**Run 1: where the registers sit**

Scale bar: 50 um. Other sequential cells in the stronger gray, the rest of the logic in the fainter gray.
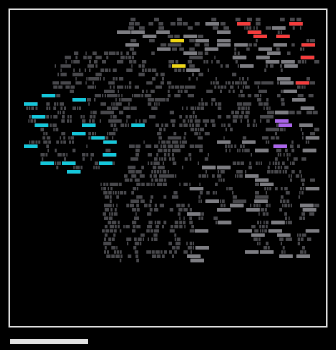
**Run 1: clock wiring as the flow saved it**

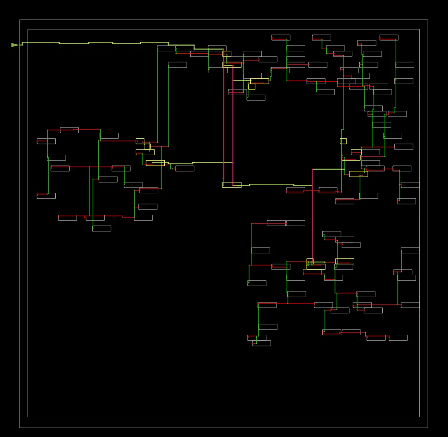
**Run 1: pin placement**

Scale bar: 50 um. Pins as bars across the die edge, other pins in gray.
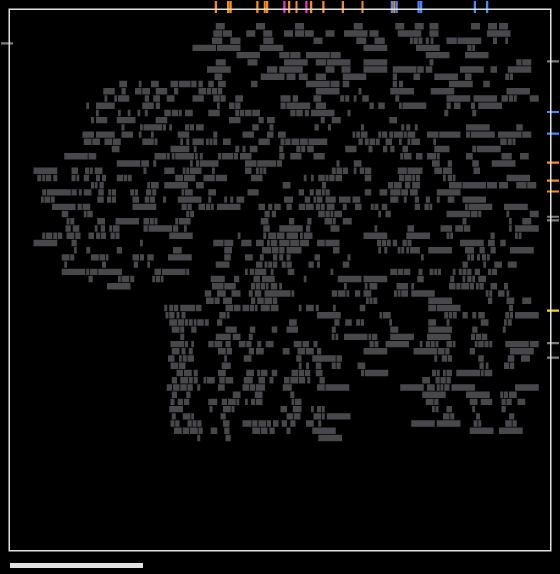
**Run 1: met1 routing**

Scale bar: 50 um.
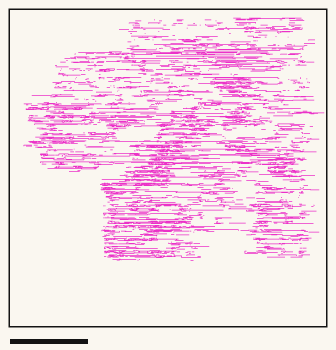
$ cat src/rtl/ov7670_stream_gen_pkg.sv
// ov7670_pkg: shared FSM states, pattern modes and RGB565 colours for the OV7670 stream emulator.
package ov7670_pkg;
  typedef enum logic [2:0] {ST_IDLE, ST_VSYNC, ST_VBACK, ST_ACTIVE, ST_HBLANK, ST_VFRONT} state_e;
  typedef enum logic [1:0] {MODE_BARS, MODE_SOLID, MODE_RAMP, MODE_CHECK} mode_e;
  localparam logic [15:0] C_WHITE   = 16'hFFFF;
  localparam logic [15:0] C_YELLOW  = 16'hFFE0;
  localparam logic [15:0] C_CYAN    = 16'h07FF;
  localparam logic [15:0] C_GREEN   = 16'h07E0;
  localparam logic [15:0] C_MAGENTA = 16'hF81F;
  localparam logic [15:0] C_RED     = 16'hF800;
  localparam logic [15:0] C_BLUE    = 16'h001F;
  localparam logic [15:0] C_BLACK   = 16'h0000;
  // Entry 0 is the leftmost bar.
  localparam logic [7:0][15:0] BAR_TABLE = {C_BLACK, C_BLUE, C_RED, C_MAGENTA, C_GREEN, C_CYAN, C_YELLOW, C_WHITE};
endpackage

$ cat src/rtl/ov7670_stream_gen_pattern.sv
// stream_pattern_gen: registered RGB565 test-pattern pixel for coordinate (x, y).
module stream_pattern_gen
  import ov7670_pkg::*;
#(
  parameter int WIDTH = 176
) (
  input  logic        clk,
  input  logic        rst,
  input  logic [15:0] x,
  input  logic [15:0] y,
  input  logic [1:0]  mode,
  input  logic [15:0] solid,
  output logic [15:0] pixel
);
  localparam logic [15:0] W16 = 16'(WIDTH);
  localparam logic [15:0] BW16 = 16'(WIDTH / 8);
  logic [15:0] bar_idx, pix_d, pix_q;
  always_comb begin
    bar_idx = x / BW16;
    pix_d = mode == MODE_BARS  ? (bar_idx > 16'd7 ? BAR_TABLE[7] : BAR_TABLE[bar_idx[2:0]]) :
            mode == MODE_SOLID ? solid :
            mode == MODE_RAMP  ? y * W16 + x :
            (x[3] ^ y[3]) ? C_WHITE : C_BLACK;
  end
  always_ff @(posedge clk or posedge rst) begin
    if (rst) pix_q <= '0;
    else pix_q <= pix_d;
  end
  assign pixel = pix_q;
endmodule

$ cat src/rtl/ov7670_stream_gen.sv
// ov7670_stream_gen: OV7670-style RGB565 output emulator (PCLK/VSYNC/HREF/DATA) driven by test patterns.
module ov7670_stream_gen
  import ov7670_pkg::*;
#(
  parameter int WIDTH = 176,
  parameter int HEIGHT = 144,
  parameter int H_BLANK = 32,
  parameter int VSYNC_LINES = 3,
  parameter int V_BACK = 2,
  parameter int V_FRONT = 2
) (
  input  logic        CLK,
  input  logic        RESET,
  input  logic        EN,
  input  logic [1:0]  MODE,
  input  logic [15:0] SOLID_COLOR,
  output logic        PCLK_OUT,
  output logic        VSYNC_OUT,
  output logic        HREF_OUT,
  output logic [7:0]  DATA_OUT,
  output logic        FRAME_DONE
);
  localparam int LINE = 2 * WIDTH + H_BLANK;
  localparam logic [15:0] VS_LAST  = 16'(VSYNC_LINES * LINE - 1);
  localparam logic [15:0] VB_LAST  = 16'(V_BACK * LINE - 1);
  localparam logic [15:0] VF_LAST  = 16'(V_FRONT * LINE - 1);
  localparam logic [15:0] ACT_LAST = 16'(2 * WIDTH - 1);
  localparam logic [15:0] HB_LAST  = 16'(H_BLANK - 1);
  localparam logic [15:0] H16      = 16'(HEIGHT);
  state_e state_q, state_d;
  logic [15:0] cnt_q, cnt_d, x_q, x_d, y_q, y_d, solid_q, solid_d, px_x, px_y, pix;
  logic [1:0] mode_q, mode_d;
  logic [7:0] data_q, data_d;
  logic pclk_q, pclk_d, vsync_q, vsync_d, href_q, href_d, done_q, done_d, start;
  // During HBLANK the generator already works on the first pixel of the next line.
  assign px_x = state_q == ST_HBLANK ? 16'd0 : x_q;
  assign px_y = state_q == ST_HBLANK ? y_q + 16'd1 : y_q;
  stream_pattern_gen #(.WIDTH(WIDTH)) u_pat (
    .clk(CLK), .rst(RESET), .x(px_x), .y(px_y), .mode(mode_q), .solid(solid_q), .pixel(pix)
  );
  // Every update happens on the edge where PCLK falls (pclk_q == 1).
  always_comb begin
    pclk_d = ~pclk_q;
    state_d = state_q;
    cnt_d = cnt_q;
    x_d = x_q;
    y_d = y_q;
    mode_d = mode_q;
    solid_d = solid_q;
    vsync_d = vsync_q;
    href_d = href_q;
    data_d = data_q;
    done_d = 1'b0;
    start = 1'b0;
    if (pclk_q) begin
      cnt_d = cnt_q + 16'd1;
      case (state_q)
        ST_IDLE: begin
          cnt_d = '0;
          start = EN;
        end
        ST_VSYNC: if (cnt_q == VS_LAST) begin
          state_d = ST_VBACK;
          vsync_d = 1'b0;
          cnt_d = '0;
        end
        ST_VBACK: if (cnt_q == VB_LAST) begin
          state_d = ST_ACTIVE;
          href_d = 1'b1;
          data_d = pix[15:8];
          cnt_d = '0;
        end
        ST_ACTIVE: begin
          if (!cnt_q[0]) begin
            data_d = pix[7:0];
            x_d = x_q + 16'd1;
          end else if (cnt_q == ACT_LAST) begin
            state_d = ST_HBLANK;
            href_d = 1'b0;
            data_d = 8'h00;
            cnt_d = '0;
          end else data_d = pix[15:8];
        end
        ST_HBLANK: if (cnt_q == HB_LAST) begin
          cnt_d = '0;
          x_d = '0;
          y_d = y_q + 16'd1;
          state_d = y_q + 16'd1 < H16 ? ST_ACTIVE : ST_VFRONT;
          href_d = y_q + 16'd1 < H16;
          data_d = y_q + 16'd1 < H16 ? pix[15:8] : 8'h00;
        end
        ST_VFRONT: if (cnt_q == VF_LAST) begin
          done_d = 1'b1;
          cnt_d = '0;
          start = EN;
          state_d = ST_IDLE;
        end
        default: state_d = ST_IDLE;
      endcase
      if (start) begin
        state_d = ST_VSYNC;
        vsync_d = 1'b1;
        cnt_d = '0;
        x_d = '0;
        y_d = '0;
        mode_d = MODE;
        solid_d = SOLID_COLOR;
      end
    end
  end
  always_ff @(posedge CLK or posedge RESET) begin
    if (RESET) begin
      state_q <= ST_IDLE;
      cnt_q <= '0;
      x_q <= '0;
      y_q <= '0;
      mode_q <= '0;
      solid_q <= '0;
      pclk_q <= 1'b0;
      vsync_q <= 1'b0;
      href_q <= 1'b0;
      data_q <= 8'h00;
      done_q <= 1'b0;
    end else begin
      state_q <= state_d;
      cnt_q <= cnt_d;
      x_q <= x_d;
      y_q <= y_d;
      mode_q <= mode_d;
      solid_q <= solid_d;
      pclk_q <= pclk_d;
      vsync_q <= vsync_d;
      href_q <= href_d;
      data_q <= data_d;
      done_q <= done_d;
    end
  end
  assign PCLK_OUT = pclk_q;
  assign VSYNC_OUT = vsync_q;
  assign HREF_OUT = href_q;
  assign DATA_OUT = data_q;
  assign FRAME_DONE = done_q;
endmodule

$ cat config.mk
export PLATFORM = sky130hd
export DESIGN_NAME = ov7670_stream_gen
export DESIGN_NICKNAME = d
export VERILOG_FILES = /design/src/rtl/ov7670_stream_gen_pkg.sv /design/src/rtl/ov7670_stream_gen_pattern.sv /design/src/rtl/ov7670_stream_gen.sv
export SDC_FILE = /design/constraint.sdc
export NUM_CORES = 1
export LEC_CHECK = 0
export CAP_MARGIN = 20
export CORE_MARGIN = 4
export CORE_UTILIZATION = 23
export CTS_CLUSTER_DIAMETER = 200
export CTS_CLUSTER_SIZE = 12
export DETAILED_ROUTE_END_ITERATION = 8
export PLACE_DENSITY = 0.39
export SYNTH_ARGS = -nofsm -noshare
export SYNTH_HDL_FRONTEND = slang
export SYNTH_SLANG_ARGS = --single-unit
$ cat constraint.sdc
create_clock -name CLK -period 7 [get_ports CLK]
set_input_delay 1.05 -clock CLK [delete_from_list [all_inputs] [get_ports CLK]]
set_output_delay 1.05 -clock CLK [all_outputs]
set_load 0.005 [all_outputs]
==> reports/metrics.cfg, run 1 <==
[power]
peakVddDrop_mv = 0.253
power-per-cell-area_nw_per_um2 = 475
clkPwrFrac_pct = 11.2
p_sw_mw = 2.35
p_comb_share_pct = 68.0
swShare_pct = 50.4
internal-power_mw = 2.31
pwr-share-seq_pct = 20.8
leakagePower_nw = 3.98

[hold_path]
min_to = DATA_OUT[3]
hold_class = reg2reg
hold_depth = 2
hp-start = DATA_OUT[3]

[yosys]
top_area_cell = dfrtp_1
ys_cells = 1065
ys_warn_count = 0
yosys_area_um2 = 8770
top_cells_by_count = nand2_1 (104), dfrtp_1 (97), o21ai_0 (87)
ys_seq_share_pct = 27.7
top_cells_by_area = dfrtp_1 (28%), o21ai_0 (5.0%), ha_1 (4.7%)
synth_flops = 97
netlist.area_leader.share_pct = 27.7
syn_area_um2 = 8770
top_cell = nand2_1
flop_cell = dfrtp_1
avgSynthCellArea_um2 = 8.24
netlist_instances = 1065
synth_nets = 1128
ys_types = 109
synth-edff-count = 0
ys_async_sr_fraction_pct = 100

[floorplanning]
die_h_um = 203
rows = 71
fp-utilization_pct = 23.3
die_w_um = 203
core_area_um2 = 37700
io_pins = 33
chipArea_um2 = 41300

[final_timing]
fmax_ghz = 0.164
worst_pin_slew_ps = 901
layout_setup_ws_ps = 915
setup_viol = 0
whs_ps = 480
finalMaxSlewViolations = 0
timing.setup.tns_ps = 0
slew_headroom_pct = 39.9
finalCriticalPeriod_ps = 6080
skew_ps = 15.0
final_hold_viol_count = 0
finalCritPeriodShare_pct = 86.9
rsz0062_at_grt = false

[worst_setup_path]
reg2reg_to = u_pat.pixel[11]
required_ps = 7220
slowest_delay_ps = 930
crit_chain = nand2_1 > mux2i_1 > o32ai_2 > nor4_2 > o211ai_1 > nand3_1 > mux2i_1 > nor2_1 > a22oi_2 > and2_1 > o21ai_1 > o21a_2 > o21ai_1 > a2111oi_0 > nor4_1 > o211ai_1 > o31a_1 > o211ai_2 > nand3_1
start_kind = register
ff2ff_path_depth = 19
r2r-start = x_q[10]
critPathCaptureType = register
reg2reg_slack_ps = 920
critPathMaxFanout = 31
path_class = reg2reg
cp.arrival_ps = 6310
cp_slowest_cell = dfrtp_1

[cells_and_area]
num-fill-cells = 4146
drive_gt1_share_pct = 9.78
instances_no_fill = 1574
area_delta_synth_final_pct = 11.7
post-route-util_pct = 26.0
antenna_cells = 0
nets = 1121
comb_area_um2 = 5730
seqCellArea_um2 = 2430

[cts]
cts_tree = done
cts_hold_buf = 0
cts_setup_buffers = 0
max-clock-path-buffers = 2
root_buffer = clkbuf_16
clk_latency_ps = 370
htree_levels = 3
cts.sink_count = 97
cts_resized = 0
cts.clk_slew.worst_paths_ps = 80

[run]
drv_cap = 0
warnings = 26

[grt]
grt_usage_pct = 12.2
grt_pass1_wl_um = 41600
grt_pass1_vias = 7513
grt_overflow = 0
grt_start_max_net_pins = 51
antenna_found_initial = 0

[drt]
first_pass_iters = 5
wl_um = 25000
drcViolationCount = 0
num_vias = 7748
drt_iter0_drc = 477
post_drt_wl_per_cell_um = 15.9
viasPerCell = 4.92
antenna_left = 0

[place]
dp_hpwl_um = 18600
portBuffers = 32
dpl_worst_slack_ps = 982
dp.cells = 1558
globalplace.congestion = 0.842

[outcome]
status = complete, no violations

Notes on 'where the registers sit' above:
legend:
  purple:
    name_in_the_netlist: `state_q`
    placed_flops: 3
  red:
    name_in_the_netlist: `DATA_OUT`
    placed_flops: 8
    where: upper right
  yellow:
    name_in_the_netlist: `mode_q`
    placed_flops: 2
  cyan:
    name_in_the_netlist: `y_q`
    placed_flops: 16
    where: middle left
not colored: 68

Notes on 'clock wiring as the flow saved it' above:
clk_buf instances: 10
Num CTS Buffers: 9
Flops: 97

Notes on 'pin placement' above:
legend:
  magenta:
    port: `MODE`
    pins: 2
    direction: input
    edge: top
  blue:
    port: `DATA_OUT`
    pins: 8
    direction: output
    edge: 6 top, 2 right
  orange:
    port: `SOLID_COLOR`
    pins: 16
    direction: input
    edge: 13 top, 3 right
  yellow:
    port: `EN`
    pins: 1
    direction: input
    edge: right
all pins by edge: 21 top, 11 right, 1 left

Notes on 'met1 routing' above:
share of all routed wire: 50%
main direction: horizontal

-- run 1: routing by layer --
layer | routed length, um | share of wire [%] | vias up | GRT usage (%)
met2 | 11600 | 46 | 126 | 20.0
met4 | 216 | 0.86 | 0 | 2.29
li1 | - | - | 3897 | -
met3 | 810 | 3.2 | 13 | 1.70
met5 | 0 | 0 | - | 0
met1 | 12400 | 50 | 3712 | 17.4
-- run 1: placed cells by master (no fill, tap or decap), drive strengths merged, types with 19 or more instances in the layout --
cell type,synthesis,layout
xnor2,30,30
nor2,61,61
a22oi,20,20
a21oi,53,53
o21ai,107,107
nand3,42,42
nand2,105,105
inv,65,68
mux2,20,20
nand2b,19,19
clkdlybuf4s50,0,32
dfrtp,97,97
ha,33,33
-- run 1: power groups by stage --
| stage | clock network [mW] | registers [mW] | logic [mW] |
|---|---|---|---|
| after floorplan | 0 | 0.850 | 2.55 |
| after global placement | 0 | 0.985 | 3.19 |
| after detailed placement | 0 | 0.982 | 3.15 |
| after CTS | 0.548 | 0.972 | 3.17 |
| after global routing | 0.565 | 1.00 | 3.57 |
| final | 0.522 | 0.968 | 3.17 |
-- run 1: sequential cells by signal (all words and copies together), names as in the netlist --
| signal | cells |
|---|---|
| y_q | 16 |
| FRAME_DONE | 1 |
| u_pat.pixel | 16 |
| state_q | 3 |
| DATA_OUT | 8 |
| VSYNC_OUT | 1 |
| HREF_OUT | 1 |
| cnt_q | 16 |
| solid_q | 16 |
| x_q | 16 |
| PCLK_OUT | 1 |
| mode_q | 2 |
-- run 1: area by class of cell --
| type | count | area share (%) |
|---|---|---|
| multi-input cells | 832 | 58.4 |
| repair buffers | 50 | 4.65 |
| flip-flops and latches | 97 | 24.8 |
| inverters | 68 | 2.63 |
| clock buffers | 10 | 2.44 |
| well taps | 511 | 6.52 |
| clock inverters | 6 | 0.587 |
-- run 1: logic make-up (layout without fill, tap and decap cells) --
family	after synthesis	after routing	share of synthesized area [%]
buffers and inverters	136	134	7.07
adders and majority gates	45	45	7.10
DFF	97	97	27.7
xor gates and xnor gates	48	48	4.79
AOI/OAI and AO/OA	355	355	28.8
muxes	28	28	3.67
and+or+nand+nor	356	356	20.9
-- run 1: worst max-delay path by stage --
stage / from / endpoint / slack, ps / depth (start not counted)
2_1_floorplan: state_q[1] / u_pat.pixel[15] / 1920 / 26
3_3_place_gp: x_q[12] / u_pat.pixel[12] / 1050 / 19
3_5_place_dp: x_q[10] / u_pat.pixel[12] / 980 / 19
4_1_cts: x_q[10] / u_pat.pixel[11] / 950 / 19
5_1_grt: x_q[10] / u_pat.pixel[11] / 220 / 19
6_report: x_q[10] / u_pat.pixel[11] / 920 / 19
-- run 1: per-stage QoR --
stage	power, mW	cell area, um^2
final	4.66	9800
after global routing	5.14	9800
after CTS	4.69	9800
after detailed placement	4.14	9510
after global placement	4.18	9510
after floorplan	3.40	8770
-- run 1: critical path: cells and delay by family (launching register included) --
| family | cells | cell delay [ps] |
|---|---|---|
| AND-OR/OR-AND | 10 | 2430 |
| AND/OR/NAND/NOR | 7 | 1860 |
| flip-flops | 1 | 930 |
| multiplexers | 2 | 690 |
==> run 1 -> run 2 <==
==> constraint.sdc (replaced) <==
create_clock -name CLK -period 7 [get_ports CLK]
set_input_delay 1.05 -clock CLK [delete_from_list [all_inputs] [get_ports CLK]]
set_output_delay 1.05 -clock CLK [all_outputs]
set_load 0.05 [all_outputs]
**Run 2: zoomed window**

Scale bar: 20 um. Window x 77 to 127, y 117 to 167 um. Cells in gray, sequential cells in the stronger gray; small squares are vias.
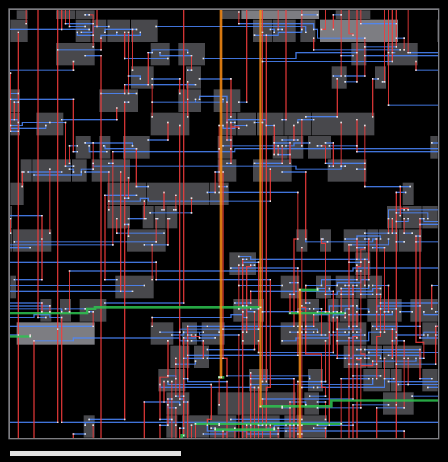
legend:
  orange:
    layer: met4
  red:
    layer: met2
  blue:
    layer: met1
  green:
    layer: met3
most frequent: o21ai_0 (11), ha_1 (11), inv_1 (9)
netlist names of flops here include: `solid_q` (1), `y_q` (1)
sequential cells in the window: 2
cells with their middle in the window: 113

==> run 2 against run 1 <==
Net effect: worst hold slack did not move; first-iteration DRC count did not move; sequential power barely moved; count of clock-buffer cells in the layout did not move; combinational power rose by 2%; power rose by 1.6%; non-clock buffer count did not move; clock power barely moved; critical path type unchanged; critical endpoint unchanged; largest cell class unchanged; largest power group unchanged.
==> reports/metrics.cfg, run 2 <==
[yosys]
netlist.area_leader.share_pct = 27.7  ; unchanged
synth-edff-count = 0  ; unchanged
top_area_cell = dfrtp_1
synth-xor-area-share_pct = 4.79  ; unchanged
mux_share_pct = 3.67  ; unchanged
synth_nets = 1128  ; unchanged
avgSynthCellArea_um2 = 8.24  ; unchanged
simple_gate_area_share_pct = 20.9  ; unchanged
top_cells_by_count = nand2_1 (104), dfrtp_1 (97), o21ai_0 (87)
ys_top_logic_family = AND-OR/OR-AND gates
flop_cell = dfrtp_1
ys_seq_share_pct = 27.7  ; unchanged
netlist_instances = 1065  ; unchanged
fa_ha_area_share_pct = 7.10  ; unchanged
ys_cells = 1065  ; unchanged
ys_types = 109  ; unchanged
top_cells_by_area = dfrtp_1 (28%), o21ai_0 (5.0%), ha_1 (4.7%)

[drt]
viasPerCell = 4.92  ; unchanged
first_pass_iters = 5  ; unchanged
num_vias = 7748  ; unchanged
wl_um = 25000  ; unchanged
drt_iter0_drc = 477  ; unchanged
drcViolationCount = 0  ; unchanged
post_drt_wl_per_cell_um = 15.9  ; unchanged

[cells_and_area]
final_area_um2 = 9800  ; unchanged
nets = 1121  ; unchanged
final_layout_top_logic_cell = nand2_1
antenna_cells = 0  ; unchanged

[final_timing]
layout_setup_ws_ps = 915  ; unchanged
rsz0062_at_grt = false
finalMaxSlewViolations = 0  ; unchanged
slew_headroom_pct = 39.9  ; unchanged
timing.setup.tns_ps = 0  ; unchanged
worst_pin_slew_ps = 901  ; unchanged

[power]
p_comb_share_pct = 68.5  ; +0.5 points
clkPwrFrac_pct = 11.0  ; -0.2 points
pwr-share-seq_pct = 20.4  ; -0.4 points
peakVddDrop_mv = 0.253  ; +0.33%
swShare_pct = 51.2  ; +0.80 points
leakagePower_nw = 3.98  ; unchanged

[worst_setup_path]
path_class = reg2reg
cp.arrival_ps = 6310  ; about the same
reg2reg_slack_ps = 920  ; about the same
crit_chain = nand2_1 > mux2i_1 > o32ai_2 > nor4_2 > o211ai_1 > nand3_1 > mux2i_1 > nor2_1 > a22oi_2 > and2_1 > o21ai_1 > o21a_2 > o21ai_1 > a2111oi_0 > nor4_1 > o211ai_1 > o31a_1 > o211ai_2 > nand3_1
slowest_delay_ps = 930  ; about the same
critPathMaxFanout = 31  ; unchanged
required_ps = 7220  ; about the same
critPathCaptureType = register

[floorplanning]
fp-utilization_pct = 23.3  ; unchanged
die_h_um = 203  ; unchanged
die_w_um = 203  ; unchanged

[grt]
met3_usage_pct = 1.70  ; unchanged
grt_pass1_wl_um = 41600  ; unchanged
top_usage_layer = met2
antenna_found_initial = 0  ; unchanged
grt_start_max_net_pins = 51  ; unchanged
grt_pass1_vias = 7513  ; unchanged
grt_overflow = 0  ; unchanged

[place]
place_area_um2 = 9510  ; unchanged
dp_hpwl_um = 18600  ; unchanged
dpl_worst_slack_ps = 982  ; unchanged

[cts]
cts.clk_slew.worst_paths_ps = 80  ; about the same
cts_setup_buffers = 0  ; unchanged
cts_hold_buf = 0  ; unchanged
cts_tree = done
htree_levels = 3  ; unchanged
root_buffer = clkbuf_16
max-clock-path-buffers = 2  ; unchanged

[outcome]
status = complete, no violations

[hold_path]
hold_class = reg2reg

**Run 2: clock wiring as the flow saved it**

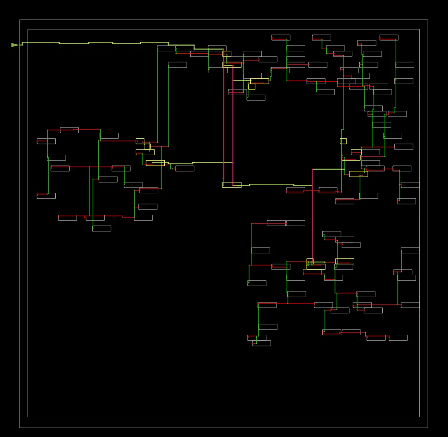
Clock Skew: 15.0 ps
# clock sinks: 97
Latency at later pin: 370 ps
Clock Power: 522 uW

==> run 2: cell counts after synthesis <==
No cell type changed its count.
==> run 2: area by class of cell <==
cell class	instances	area [um^2]
fillers	4146	27900
multi-input cells	832	5730
flip-flops and latches	97	2430
well taps	511	639
repair buffers	50	455
inverters	68	258
clock buffers	10	239
clock inverters	6	57.6
==> run 2: worst register-to-register path, cell delays in order (launching register included) <==
cell	delay, ps
dfrtp_1	930
nand2_1	350
mux2i_1	320
o32ai_2	160
nor4_2	530
o211ai_1	170
nand3_1	200
mux2i_1	380
nor2_1	170
a22oi_2	330
and2_1	210
o21ai_1	120
o21a_2	250
o21ai_1	390
a2111oi_0	130
nor4_1	290
o211ai_1	220
o31a_1	400
o211ai_2	260
nand3_1	130
==> run 2: power by group through the flow <==
| stage | combinational (mW) | sequential (mW) | clock, mW |
|---|---|---|---|
| finish | 3.24 | 0.968 | 0.522 |
| global route | 3.65 | 1.00 | 0.565 |
| CTS | 3.25 | 0.972 | 0.548 |
| detailed placement | 3.23 | 0.982 | 0 |
| global placement | 3.27 | 0.985 | 0 |
| floorplan | 2.55 | 0.925 | 0 |
==> run 2: path summary, 6_finish.rpt <==
| path | startpoint | to | cells after the start |
|---|---|---|---|
| max reg2reg | x_q[10] | u_pat.pixel[11] | 19 |
| min | DATA_OUT[3] | DATA_OUT[3] | 2 |
| min in group asynchronous | RESET | DATA_OUT[1] | 2 |
| max in group asynchronous | RESET | cnt_q[12] | 3 |
| max | x_q[10] | u_pat.pixel[11] | 19 |
| min reg2reg | DATA_OUT[3] | DATA_OUT[3] | 2 |
==> run 2: routing by layer <==
layer | part of all wire [%] | up-vias | wire (um)
met2 | 46 | 126 | 11600
met4 | 0.86 | 0 | 216
met1 | 50 | 3712 | 12400
met3 | 3.2 | 13 | 810
li1 | - | 3897 | -
met5 | 0 | - | 0
==> run 2: through the flow <==
step / instances / utilization [%] / hold WS [ps]
2_1_floorplan: 1065 / - / 447
3_3_place_gp: 1558 / 25.2 / 468
3_5_place_dp: 1558 / 25.2 / 470
4_1_cts: 1574 / 26.0 / 490
5_1_grt: 1574 / 26.0 / 517
6_report: 1574 / 26.0 / 480
==> run 2: logic make-up after synthesis <==
| logic type | Yosys count |
|---|---|
| AOI/OAI and AO/OA | 355 |
| xor gates and xnor gates | 48 |
| adders and majority gates | 45 |
| buffers and inverters | 136 |
| DFF | 97 |
| muxes | 28 |
| and+or+nand+nor | 356 |
==> run 2 -> run 3 <==
--- a/config.mk
+++ b/config.mk
@@ -7,11 +7,11 @@
 export LEC_CHECK = 0
 export CAP_MARGIN = 20
 export CORE_MARGIN = 4
-export CORE_UTILIZATION = 23
+export CORE_UTILIZATION = 36
 export CTS_CLUSTER_DIAMETER = 200
 export CTS_CLUSTER_SIZE = 12
 export DETAILED_ROUTE_END_ITERATION = 8
-export PLACE_DENSITY = 0.39
+export PLACE_DENSITY_LB_ADDON = 0.1
 export SYNTH_ARGS = -nofsm -noshare
 export SYNTH_HDL_FRONTEND = slang
 export SYNTH_SLANG_ARGS = --single-unit
**Run 3: pin placement**

Scale bar: 50 um. Pins as bars across the die edge, other pins in gray.
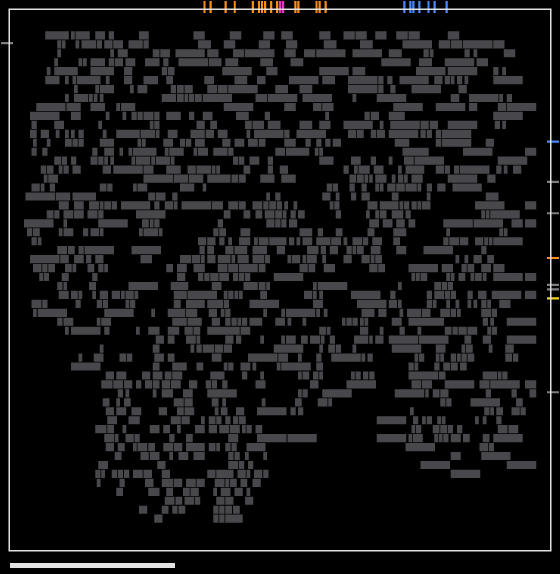
legend:
  magenta:
    port: `MODE`
    pins: 2
    direction: input
    edge: top
  yellow:
    port: `EN`
    pins: 1
    direction: input
    edge: right
  blue:
    port: `DATA_OUT`
    pins: 8
    direction: output
    edge: 7 top, 1 right
  orange:
    port: `SOLID_COLOR`
    pins: 16
    direction: input
    edge: 15 top, 1 right

==> run 3 against run 2 <==
Net effect: routed wire length fell by 3.1%; setup slack got worse by 240 ps; cell count fell by 12%; count of clock-buffer cells in the layout did not move; non-clock buffer count rose by 2; die area fell by 35%; critical path depth did not move; power barely moved; clock skew fell by 3.3 ps; global-route usage rose by 6.3 points; combinational power barely moved; clock power rose by 4.4%.
==> reports/metrics.cfg, run 3 <==
[worst_setup_path]
slowest_delay_ps = 830  ; -100 ps
r2r-start = x_q[15]
critPathMaxFanout = 23  ; -26%
critPathTopFamily = AND-OR/OR-AND gates
ff2ff_path_depth = 19  ; unchanged
critPathCaptureType = register
reg2reg_to = u_pat.pixel[13]
required_ps = 7220  ; about the same
crit_chain = inv_1 > mux2i_1 > o32ai_1 > a211oi_1 > o211ai_1 > nand2_1 > mux2i_2 > o211ai_1 > a22oi_2 > a21oi_1 > o22a_1 > o221a_1 > o22ai_2 > a2111oi_0 > nor4_1 > o211ai_1 > o31a_1 > o211ai_2 > nand3_1
reg2reg_slack_ps = 670  ; -240 ps
path_class = reg2reg
cp.arrival_ps = 6550  ; +240 ps

[final_timing]
final_hold_viol_count = 0
slew_headroom_pct = 42.2  ; +2.3 points
finalCriticalPeriod_ps = 6330
setup_viol = 0
timing.setup.tns_ps = 0  ; unchanged
worst_pin_slew_ps = 867  ; -33.9 ps
skew_ps = 11.7  ; -3.28 ps
finalMaxSlewViolations = 0  ; unchanged
rsz0062_at_grt = false

[place]
dp_hpwl_um = 18000  ; -3.6%
dp.cells = 1368  ; -12%
place_area_um2 = 9280  ; -2.4%
portBuffers = 32

[yosys]
ys_warn_count = 0
avgSynthCellArea_um2 = 8.24  ; unchanged
flop_cell = dfrtp_1
ys_types = 109  ; unchanged
synth-edff-count = 0  ; unchanged
top_area_cell = dfrtp_1
top_cells_by_area = dfrtp_1 (28%), o21ai_0 (5.0%), ha_1 (4.7%)
simple_gate_area_share_pct = 20.9  ; unchanged
netlist.area_leader.share_pct = 27.7  ; unchanged
mux_share_pct = 3.67  ; unchanged
fa_ha_area_share_pct = 7.10  ; unchanged
ys_cells = 1065  ; unchanged
synth_nets = 1128  ; unchanged
netlist_instances = 1065  ; unchanged
synth-xor-area-share_pct = 4.79  ; unchanged
top_cells_by_count = nand2_1 (104), dfrtp_1 (97), o21ai_0 (87)
ys_seq_share_pct = 27.7  ; unchanged
ys_top_logic_family = AND-OR/OR-AND gates
aoi_share_pct = 28.8
top_cell = nand2_1

[outcome]
status = complete, no violations

[power]
p_total_mw = 4.73
leakagePower_nw = 4.00  ; +0.59%
clkPwrFrac_pct = 11.5  ; +0.5 points
pwr-share-seq_pct = 20.5  ; about the same
peakVddDrop_mv = 0.257  ; +1.3%
p_comb_share_pct = 67.9  ; -0.6 points
swShare_pct = 50.7  ; -0.54 points

[cts]
clk_latency_ps = 360  ; about the same
cts.sink_count = 97  ; unchanged
cts_setup_buffers = 0  ; unchanged
cts.clk_slew.worst_paths_ps = 80  ; about the same
root_buffer = clkbuf_16
cts_hold_buf = 0  ; unchanged
htree_levels = 3  ; unchanged
cts_tree = done
max-clock-path-buffers = 2  ; unchanged

[floorplanning]
die_h_um = 164  ; -19%
fp-utilization_pct = 36.9  ; +14 points
die_w_um = 164  ; -19%
rows = 56
core_area_um2 = 23800
io_pins = 33

[cells_and_area]
num-fill-cells = 2417  ; -42%
final_area_um2 = 9600  ; -2.0%
final_layout_top_logic_cell = nand2_1
drive_gt1_share_pct = 9.95
instances_no_fill = 1384  ; -12%
nets = 1123  ; +0.18%
antenna_cells = 0  ; unchanged

[drt]
drcViolationCount = 0  ; unchanged
drt_iter0_drc = 587  ; +23%
num_vias = 7777  ; +0.37%
wl_um = 24300  ; -3.1%
viasPerCell = 5.62  ; +14%
first_pass_iters = 5  ; unchanged
post_drt_wl_per_cell_um = 17.5  ; +10%

[grt]
grt_pass1_vias = 7451  ; -0.83%
grt_overflow = 0  ; unchanged
antenna_found_initial = 0  ; unchanged
grt_pass1_wl_um = 40100  ; -3.5%
grt_start_max_net_pins = 52  ; +2.0%

[hold_path]
hp-start = cnt_q[15]
hold_class = reg2reg
hold_depth = 1  ; -1
min_to = cnt_q[15]

[run]
drv_cap = 0

**Run 3: zoomed window**

Scale bar: 20 um. Window x 57 to 107, y 90 to 140 um. Cells in gray, sequential cells in the stronger gray; small squares are vias.
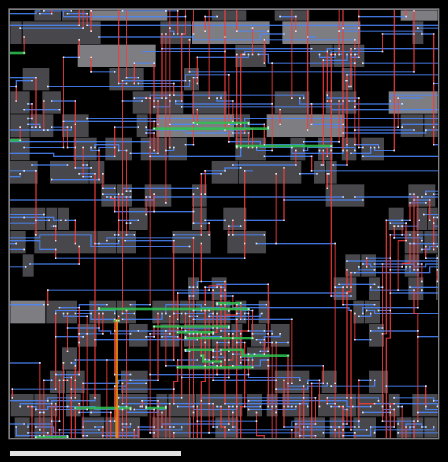
legend:
  orange:
    layer: met4
  red:
    layer: met2
  blue:
    layer: met1
  green:
    layer: met3
most frequent: o21ai_0 (14), a21oi_1 (10), nand2_1 (9)
netlist names of flops here include: `solid_q` (4)
cells with their middle in the window: 136
sequential cells in the window: 6

run 3: cell counts after synthesis:
No cell type changed its count.
run 3: stage by stage:
stage | setup slack [ps] | hold WS, ps | util [%]
global route | 117 | 519 | 40.4
CTS | 722 | 492 | 40.4
detailed placement | 765 | 473 | 39.1
global placement | 827 | 466 | 39.1
floorplan | 1920 | 447 | -
finish | 672 | 486 | 40.4
run 3: cell type report:
class	instances	area (um^2)	share of cell area [%]
clock buffers	10	239	2.49
clock inverters	6	83.8	0.873
inverters	68	258	2.68
multi-input cells	832	5730	59.6
flip-flops and latches	97	2430	25.3
well taps	319	399	4.16
repair buffers	52	470	4.90
run 3: routing by layer:
| layer | global-route usage, % | routed length (um) | up-vias |
|---|---|---|---|
| met2 | 29.9 | 11400 | 142 |
| met5 | 0 | 0 | - |
| met1 | 26.6 | 11800 | 3724 |
| li1 | - | - | 3886 |
| met4 | 4.50 | 364 | 0 |
| met3 | 2.23 | 761 | 25 |
run 3: how the worst max path moves through the flow:
stage	to	start	cells after the start
2_1_floorplan	u_pat.pixel[15]	state_q[1]	26
5_1_grt	u_pat.pixel[11]	x_q[15]	19
3_5_place_dp	u_pat.pixel[13]	x_q[15]	19
4_1_cts	u_pat.pixel[13]	x_q[15]	19
3_3_place_gp	u_pat.pixel[15]	x_q[15]	19
6_report	u_pat.pixel[13]	x_q[15]	19
run 3: kinds of logic after synthesis:
logic type,after synthesis
simple gates,356
xor+xnor,48
mux,28
fa+ha+maj,45
compound gates,355
buf+inv,136
flops,97
run 3: worst register-to-register path: cells and delay by family, from the launching register on:
family / cells / cell delay (ps)
AND-OR/OR-AND: 13 / 3550
buffers and inverters: 1 / 380
flip-flops: 1 / 830
multiplexers: 2 / 740
AND/OR/NAND/NOR: 3 / 680
run 3: power by group through the flow:
stage	clock network [mW]	registers [mW]	logic, mW
after CTS	0.563	0.971	3.21
after detailed placement	0	0.982	3.19
final	0.545	0.972	3.21
after global routing	0.585	1.00	3.58
after floorplan	0	0.925	2.55
after global placement	0	0.986	3.21
Power and IR drop assume default switching activity.
